`config.mk`:
```
export PLATFORM = sky130hd
export DESIGN_NAME = input_capture_ctrl
export DESIGN_NICKNAME = d
export VERILOG_FILES = /design/src/rtl/input_capture_ctrl.sv
export SDC_FILE = /design/constraint.sdc
export NUM_CORES = 1
export LEC_CHECK = 0
export ABC_AREA = 1
export CAP_MARGIN = 10
export CORE_MARGIN = 2
export CORE_UTILIZATION = 42
export DETAILED_ROUTE_END_ITERATION = 16
export PLACE_DENSITY = 0.81
export SETUP_SLACK_MARGIN = 0.15
export SYNTH_ARGS = -nofsm -noshare
export SYNTH_HDL_FRONTEND = slang
export SYNTH_SLANG_ARGS = --single-unit
```
`constraint.sdc`:
```
create_clock -name clk -period 1.7 [get_ports clk]
set_input_delay 0.425 -clock clk [delete_from_list [all_inputs] [get_ports clk]]
set_output_delay 0.425 -clock clk [all_outputs]
set_load 0.01 [all_outputs]
```
`src/rtl/input_capture_ctrl.sv`:
```
// input_capture_ctrl
// Hands switch words to the processor's IN instruction. The CPU raises req.
// The user sets the switches and presses the debounced button. Each rising
// edge of the button captures the switch word once. The word is offered with
// a valid/ack handshake, and stall holds the CPU until the word is delivered.
//
// Build option: define INPUT_TIMEOUT_EN to deliver TIMEOUT_VAL when nobody
// presses the button within TIMEOUT_CYCLES. If the macro is undefined, the
// block waits indefinitely and timed_out stays low. The port list is the
// same in both builds.
module input_capture_ctrl #(
  parameter int                 DATA_W         = 16,
  parameter int unsigned        TIMEOUT_CYCLES = 500_000_000,
  parameter logic [DATA_W-1:0]  TIMEOUT_VAL    = '0
) (
  input  logic              clk,
  input  logic              reset,
  input  logic              btn_db,
  input  logic [DATA_W-1:0] switches,
  input  logic              req,
  input  logic              ack,
  output logic [DATA_W-1:0] data_out,
  output logic              data_valid,
  output logic              stall,
  output logic              wait_led,
  output logic              timed_out
);

  typedef enum logic [1:0] {
    IDLE         = 2'd0,
    WAIT_PRESS   = 2'd1,
    HOLD         = 2'd2,
    WAIT_RELEASE = 2'd3
  } state_t;

  state_t state;
  state_t next_state;
  logic   btn_prev;
  logic   rise;
  logic   timeout_hit;

  assign rise  = btn_db & ~btn_prev;
  assign stall = req & (state != HOLD);

`ifdef INPUT_TIMEOUT_EN
  logic [31:0] wait_cnt;

  assign timeout_hit = (state == WAIT_PRESS) && (wait_cnt == (TIMEOUT_CYCLES - 32'd1));

  // Count cycles spent in WAIT_PRESS. The count restarts at zero on every entry.
  always_ff @(posedge clk or posedge reset) begin
    if (reset) begin
      wait_cnt <= '0;
    end else if (state != WAIT_PRESS) begin
      wait_cnt <= '0;
    end else begin
      wait_cnt <= wait_cnt + 32'd1;
    end
  end
`else
  logic unused_timeout_cfg;

  assign timeout_hit        = 1'b0;
  assign unused_timeout_cfg = ^{TIMEOUT_VAL, TIMEOUT_CYCLES};
`endif

  // Compute the next state. An abort from the CPU wins over a press, and a press wins over a timeout.
  always_comb begin
    next_state = state;
    case (state)
      IDLE: begin
        if (req) next_state = WAIT_PRESS;
      end
      WAIT_PRESS: begin
        if (!req) begin
          next_state = IDLE;
        end else if (rise || timeout_hit) begin
          next_state = HOLD;
        end
      end
      HOLD: begin
        if (ack || !req) next_state = btn_db ? WAIT_RELEASE : IDLE;
      end
      WAIT_RELEASE: begin
        if (!btn_db) next_state = IDLE;
      end
      default: next_state = IDLE;
    endcase
  end

  // Update the state register, the edge-detect flop and all registered outputs.
  always_ff @(posedge clk or posedge reset) begin
    if (reset) begin
      state      <= IDLE;
      btn_prev   <= 1'b0;
      data_out   <= '0;
      data_valid <= 1'b0;
      wait_led   <= 1'b0;
      timed_out  <= 1'b0;
    end else begin
      btn_prev <= btn_db;
      state    <= next_state;
      wait_led <= (next_state == WAIT_PRESS);
      case (state)
        WAIT_PRESS: begin
          if (req) begin
            if (rise) begin
              data_out   <= switches;
              data_valid <= 1'b1;
              timed_out  <= 1'b0;
            end else if (timeout_hit) begin
              data_out   <= TIMEOUT_VAL;
              data_valid <= 1'b1;
              timed_out  <= 1'b1;
            end
          end
        end
        HOLD: begin
          if (ack || !req) begin
            data_valid <= 1'b0;
            timed_out  <= 1'b0;
          end
        end
        default: ;
      endcase
    end
  end

endmodule

```
==> job_summary.md, run 1 <==
### Flow metrics

| Metric | Value |
|---|---|
| Routed WL per cell | about 11 µm |
| Cell Area, Synth | ~880 µm² |
| First-pass GRT wire length | roughly 3.4 mm |
| Area grow syn2layout | 50.57% |
| Final Cell Area | 1330 µm² |
| Drt drc | 0 |
| Cell Rows | 16 |
| Post-cts hold buffer count | 0 |
| Warnings, synthesis | 0 |
| RSZ-0062 raised after global routing | true |
| DP Area | ~1300 µm² |
| Synth Flop Type | dfrtp_1 |
| Worst EP arrival | between 1 and 1.5 ns |
| Post-synthesis net count | ~120 |
| CP cell instances | inv_2 -> nor2_2 -> nor2_1 -> buf_2 |
| HPWL after detailed placement | between 1 and 1.5 mm |
| Final #Nets | 164 |
| Worst path max stage delay | about 0.44 ns |
| Chip area | approximately 2500 µm² |
| Outcome | complete, no violations |
| Dominant cell area share | approximately 59% |
| Setup Crit Path Kind | flip-flop to output pin |
| Tool Warnings | 28 |
| Num CTS Buffers | 3 |
| Worst vdd ir | ~0.00067 V |
| P_leak | around 0.74 nW |
| CTS tree | yes |
| Number of inserted diodes | 0 |
| Largest cells by area after synthesis | dfrtp_1, nand2_1, nand3_1 |
| EDFF count, synth | 0 |
| Largest net degree at the start of global routing | 22 |
| Routability cong. | ~0.68 |
| Chip area in the Yosys report | between 800 and 900 µm² |
| Slowest CP cell | dfrtp_1 |
| Distinct lib cells | 14 |
| Tcrit/Tclk final | approximately 90% |
| Post-Route WL | between 1.5 and 2 mm |
| Routed vias/inst | between 4 and 5 |
| Hold WS | 0.4250 ns |
| FF+latch count, synth | 21 |
| Max-cap violations | 0 |
| H-tree Lvls | 1 |
| Hold Path Class | primary input to async pin |
| GR Overflow Total | 0 |
| Placed cells | 164 |
| Power per standard cell area | approximately 1100 nW/µm² |
| Vias post-DR | between 700 and 800 |
| Final worst slack | ~0.17 ns |
| Layout Cells excl Fill | 169 |
| CTS clk-pin slew, worst paths | approximately 0.11 ns |
| FMAX | between 600 and 700 MHz |
| Gate Area | between 300 and 400 µm² |
| Final setup skew | 0.006354 ns |
| Clk root buf | clkbuf_4 |
| Tot Pwr | around 1.4 mW |
| Gate Count Post-Synth | around 96 |
| Dominant cell type by area after synthesis | dfrtp_1 |
| CP max FO | 3 |
| Init Core Util | between 40% and 50% |
| Most frequent cell after synthesis | nand2_1 |
| Post-synth top cells | nand2_1, dfrtp_1, nand3_1 |
| Pre-CTS setup slack | -0.3297 ns |
| Worst EP required | approximately 1.3 ns |
| First drt pass iteration count | 4 |
| Synth Area per Inst | around 9.2 µm² |
| Die Y | about 50 µm |
| Total negative slack | 0 ns |
| GR Util All Layers | 18.34% |
| Ys cells | about 96 |
| CTS sink cnt | 21 |
| DRT antenna net count | 0 |
[run 1: final timing paths]
check,start,to,slack [ns],cells past startpoint
worst max-delay path,state[1]$_DFF_PP0_,stall,0.17,4
min in group clk,data_valid$_DFFE_PP0P_,data_valid$_DFFE_PP0P_,0.48,2
max in group asynchronous,reset,data_out[12]$_DFFE_PP0P_,1.06,3
worst min register to register,data_valid$_DFFE_PP0P_,data_valid$_DFFE_PP0P_,0.48,2
worst max register to register,state[0]$_DFF_PP0_,state[0]$_DFF_PP0_,0.63,3
worst min-delay path,reset,data_valid$_DFFE_PP0P_,0.42,3
[run 1: worst register-to-register path, delay by kind of cell (launching register included)]
kind	cells	cell delay, ns
AND/OR/NAND/NOR	1	0.12
flip-flops	1	0.43
AND-OR/OR-AND	2	0.40
[run 1: cells by family (layout without fill, tap and decap cells)]
kind of cell	after synthesis	in the layout	synth area share, %
other	1	1	0.4245
flip-flops	21	21	59.49
AND/OR/NAND/NOR	62	62	32.58
buffers and inverters	10	56	6.373
AND-OR/OR-AND	2	2	1.133
[run 1: where the power goes]
| part | total [mW] | leakage, nW | internal [mW] | switching, mW |
|---|---|---|---|---|
| combinational | 0.478 | 0.464 | 0.241 | 0.237 |
| sequential | 0.714 | 0.263 | 0.638 | 0.0762 |
| clock | 0.237 | 0.0150 | 0.0916 | 0.146 |
[run 1: layer usage]
metal / vias up / global-route usage, % / wire (µm)
li1: 389 / - / -
met1: 359 / 19.01 / 745
met2: 33 / 32.89 / 982
met3: 4 / 5.455 / 166
met4: 0 / 9.722 / 44
met5: - / 0 / 0
[run 1: cell type report]
class | count | area share [%]
flip-flops and latches | 21 | 39.51
repair buffers | 46 | 31.42
multi-input cells | 65 | 22.86
well taps | 27 | 2.540
clock buffers | 4 | 1.976
inverters | 6 | 1.693
[run 1: registers in the layout, summed over array words and instances, names as in the netlist]
| register | count |
|---|---|
| data_out | 16 |
| wait_led | 1 |
| btn_prev | 1 |
| state | 2 |
| data_valid | 1 |
[run 1: cell usage in the layout (no fill, tap or decap), drive strengths merged]
cell and instances:
nor2 5, nand3 17, clkdlybuf4s50 19, conb 1
dlymetal6s2s 1, clkbuf 4, dfrtp 21, dlygate4sd2 18
buf 8, o21ai 2, nand2 40, inv 6
[run 1: timing repair]
item,in CTS,in global routing
hold endpoints to repair,0,0
gates resized,22,3
buffers inserted,0,1
pin swaps,0,1
setup endpoints to repair,19,1
==> run_1/placement_by_type.png <==
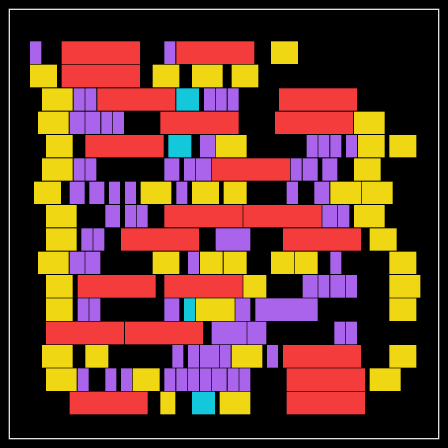
- flops: red (cells 21; share of their area 41%)
- other buffers and delay cells: yellow (cells 46; share of their area 32%)
- clock drivers and dummy loads: cyan (cells 4; share of their area 2.0%)
- combinational and other logic: purple (cells 71; share of their area 25%)
flop share of the area: 39.51%
Final Util: 67.11%

==> run_1/io_fan.png <==
The bar under the picture is 10 µm long.
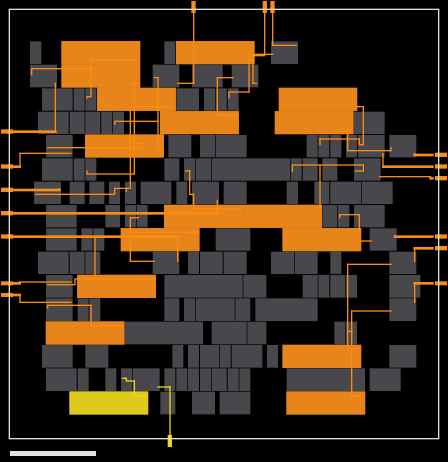
- data_out: orange (bits 16; direction output; edge 7 left, 6 right, 3 top; end cells 16; buffers 16; wire 379 µm)
- data_valid: yellow (bits 1; direction output; edge bottom; end cells 1; buffers 1; wire 11.8 µm)

==> run_1/cell_density.png <==
The bar under the picture is 10 µm long. 10 x 10 tiles, from black (low) to pale yellow (high), 0 to 100% covered.
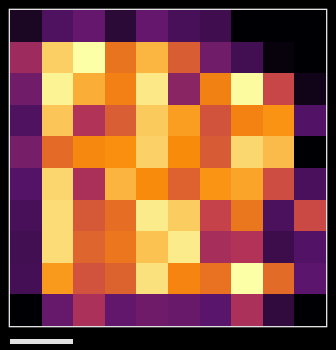
- emptiest ninth of the die: top right
- nearly empty tiles: 7.0%
- tiles over 75% full: 28%
- fullest tile: 100%
- densest ninth of the die: middle
- mean over tiles: 52%

## Run 2: what changed since run 1
--- a/config.mk
+++ b/config.mk
@@ -9,6 +9,7 @@
 export CAP_MARGIN = 10
 export CORE_MARGIN = 2
 export CORE_UTILIZATION = 42
+export CTS_CLUSTER_DIAMETER = 120
 export DETAILED_ROUTE_END_ITERATION = 16
 export PLACE_DENSITY = 0.81
 export SETUP_SLACK_MARGIN = 0.15
==> run_2/placement_by_type.png <==
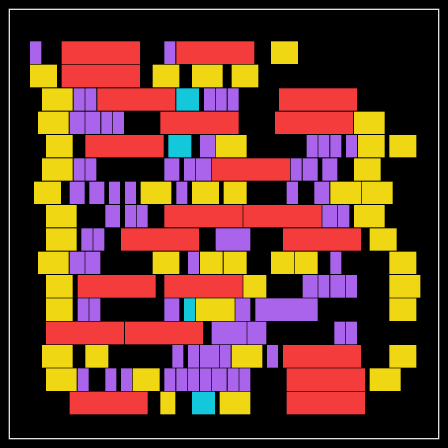
- combinational and other logic: purple (cells 71; share of their area 25%)
- flops: red (cells 21; share of their area 41%)
- other buffers and delay cells: yellow (cells 46; share of their area 32%)
- clock drivers and dummy loads: cyan (cells 4; share of their area 2.0%)

==> run 2 against run 1 <==
Against the previous run:
- combinational power barely moved
- first-iteration DRC count did not move
- critical path depth did not move
- worst hold slack did not move
- total power did not move
- synthesized cell count did not move
- sequential share of layout area did not move
- largest cell class unchanged
- core utilization did not move
- cell count did not move
- register-to-register slack barely moved
==> job_summary.md, run 2 <==
### Flow metrics

| Metric | Value |
|---|---|
| Outcome | complete, no violations (unchanged) |
| FMAX | 654.4 MHz (unchanged) |
| MUX share of area | 0% (unchanged) |
| Worst vdd ir | 0.0006713 V (unchanged) |
| Drt drc | 0 (unchanged) |
| Worst EP required | 1.27 ns (about the same) |
| Setup Crit Path Kind | flip-flop to output pin (unchanged) |
| First-pass GRT wire length | 3.415 mm (unchanged) |
| Top Registers | data_out x16, state x2 (unchanged) |
| Warnings, synthesis | 0 (unchanged) |
| Post-Route WL | 1.938 mm (unchanged) |
| Max reg flops | 16 (unchanged) |
| Gate Count Post-Synth | 96 (unchanged) |
| CP cell instances | inv_2 -> nor2_2 -> nor2_1 -> buf_2 (unchanged) |
| Logic gate share of total power | 33.5% (about the same) |
| Post-cts hold buffer count | 0 (unchanged) |
| Cell Area, Synth | 883.3 µm² (unchanged) |
| R2r startpoint | state[0]$_DFF_PP0_ (unchanged) |
| Top logic family | simple AND/OR/NAND/NOR gates (unchanged) |
| Die X | 49.86 µm (unchanged) |
| Highest-count logic cell in the final layout | nand2_1 (unchanged) |
| Final Cell Area | 1330 µm² (unchanged) |
| RSZ-0062 raised after global routing | true (unchanged) |
| Startpoint Class | flip-flop (unchanged) |
| Worst path max stage delay | 0.44 ns (about the same) |
| Total negative slack | 0 ns (unchanged) |
| P_leak | 0.7422 nW (unchanged) |
| CTS sink cnt | 21 (unchanged) |
| Top Layout Cells | nand2_1, dfrtp_1, clkdlybuf4s50_1 (unchanged) |
| Crit path from | state[1]$_DFF_PP0_ (unchanged) |
| Slowest CP cell | dfrtp_1 (unchanged) |
| GR Overflow Total | 0 (unchanged) |
| CTS clk-pin slew, worst paths | 0.11 ns (about the same) |
| Sw Pwr | 0.4592 mW (unchanged) |
| CP max FO | 3 (unchanged) |
| Synth Area per Inst | 9.202 µm² (unchanged) |
| Power per standard cell area | 1075 nW/µm² (unchanged) |
| Post-synthesis net count | 117 (unchanged) |
| Tcrit/Tclk final | 89.88% (unchanged) |
| H-tree Lvls | 1 (unchanged) |
| Post-synth top cells | nand2_1, dfrtp_1, nand3_1 (unchanged) |
| DRT antenna net count | 0 (unchanged) |
| Tool Warnings | 28 (unchanged) |
| EDFF count, synth | 0 (unchanged) |
| Tot Pwr | 1.429 mW (unchanged) |
| Largest net degree at the start of global routing | 22 (unchanged) |
| DP Area | 1319 µm² (unchanged) |
| Layout Cells excl Fill | 169 (unchanged) |
| Number of inserted diodes | 0 (unchanged) |
| Vias post-DR | 785 (unchanged) |
| Final #Nets | 164 (unchanged) |
| HPWL after detailed placement | 1.420 mm (unchanged) |
| Final setup skew | 0.006354 ns (unchanged) |
| Cell Rows | 16 (unchanged) |
| Init Core Util | 44.57% (unchanged) |
| Routed WL per cell | 11.47 µm (unchanged) |
| Routed vias/inst | 4.645 (unchanged) |
| Sequential fraction of design power | 49.9% (about the same) |
| Placed cells | 164 (unchanged) |
| Ys cells | 96 (unchanged) |
| First drt pass iteration count | 4 (unchanged) |
| Chip area | 2486 µm² (unchanged) |
| Hold Path Class | primary input to async pin (unchanged) |
| Max-cap violations | 0 (unchanged) |
| Chip area in the Yosys report | 883.3 µm² (unchanged) |
| Worst EP arrival | 1.10 ns (about the same) |
| Tmin final | 1.528 ns (unchanged) |
| Largest cells by area after synthesis | dfrtp_1, nand2_1, nand3_1 (unchanged) |
| Int Power | 0.9701 mW (unchanged) |
| Distinct lib cells | 14 (unchanged) |
| Num CTS Buffers | 3 (unchanged) |
| Most frequent cell after synthesis | nand2_1 (unchanged) |
| CTS tree | yes (unchanged) |
| Clk root buf | clkbuf_4 (unchanged) |
| Clk network pwr share | 16.6% (about the same) |
| Die Y | 49.86 µm (unchanged) |
| Dominant cell area share | 59.49% (unchanged) |
| Sw frac | 32.13% (unchanged) |
| Adder Area Share | 0% (unchanged) |
| Yosys simple share | 32.58% (unchanged) |
| GR Util All Layers | 18.34% (unchanged) |
| Routability cong. | 0.6774 (unchanged) |
| Synth Flop Type | dfrtp_1 (unchanged) |
| AO/OA Area Share | 1.133% (unchanged) |
| Most flops, register | data_out (unchanged) |
| Area grow syn2layout | 50.57% (unchanged) |
| FF+latch count, synth | 21 (unchanged) |
| XOR Share, Synth | 0% (unchanged) |
-- run 2: cell counts after synthesis --
Identical to the previous run, type by type.
-- run 2: area by class of cell --
class	count	area [µm²]	area share, %
clock buffers	4	26.28	1.976
well taps	27	33.78	2.540
repair buffers	46	417.9	31.42
inverters	6	22.52	1.693
multi-input cells	65	304.0	22.86
flip-flops and latches	21	525.5	39.51
-- run 2: final timing paths --
| path | end | slack (ns) | cells past startpoint |
|---|---|---|---|
| setup / recovery | stall | 0.17 | 4 |
| hold / removal | data_valid$_DFFE_PP0P_ | 0.42 | 3 |
| setup reg to reg | state[0]$_DFF_PP0_ | 0.63 | 3 |
| hold reg to reg | data_valid$_DFFE_PP0P_ | 0.48 | 2 |
| max in group asynchronous | data_out[12]$_DFFE_PP0P_ | 1.06 | 3 |
| min in group clk | data_valid$_DFFE_PP0P_ | 0.48 | 2 |
-- run 2: repair_timing --
| action | 4_1_cts | 5_1_grt |
|---|---|---|
| pin swaps | 0 | 1 |
| resized | 22 | 3 |
| setup endpoints to repair | 19 | 1 |
| setup buffers | 0 | 1 |
-- run 2: power groups by stage --
stage          logic, mW  registers, mW  clock network (mW)
6_report           0.478          0.714               0.237
5_1_grt            0.535          0.734               0.268
4_1_cts            0.484          0.713               0.251
3_5_place_dp       0.578          0.727                   0
3_3_place_gp       0.569          0.718                   0
2_1_floorplan      0.153          0.787                   0
-- run 2: kinds of logic (layout without fill, tap and decap cells) --
kind of cell    Yosys count  after routing
simple gates             62             62
flops                    21             21
buf+inv                  10             56
compound gates            2              2
other cells               1              1
-- run 2: worst register-to-register path, cell delays in order, from the launching register on --
cell,delay [ns]
dfrtp_1,0.43
nand2_2,0.12
o21ai_0,0.23
o21ai_0,0.17
-- run 2: through the flow --
step / hold WS (ns) / util, % / setup WS [ns]
floorplan: 0.4015 / - / 0.6078
global placement: 0.4532 / 66.54 / -0.2989
detailed placement: 0.4573 / 66.54 / -0.3297
CTS: 0.4254 / 66.48 / 0.07981
global route: 0.4674 / 67.11 / 0.1122
finish: 0.4250 / 67.11 / 0.1720
-- run 2: layer usage --
layer  wire length (µm)  vias to the layer above  part of all wire, %  track usage [%]
li1                   -                      389                    -                -
met2                982                       33                   51            32.89
met5                  0                        -                    0                0
met4                 44                        0                  2.3            9.722
met3                166                        4                  8.6            5.455
met1                745                      359                   38            19.01
Power is estimated from default activity; no workload was simulated.
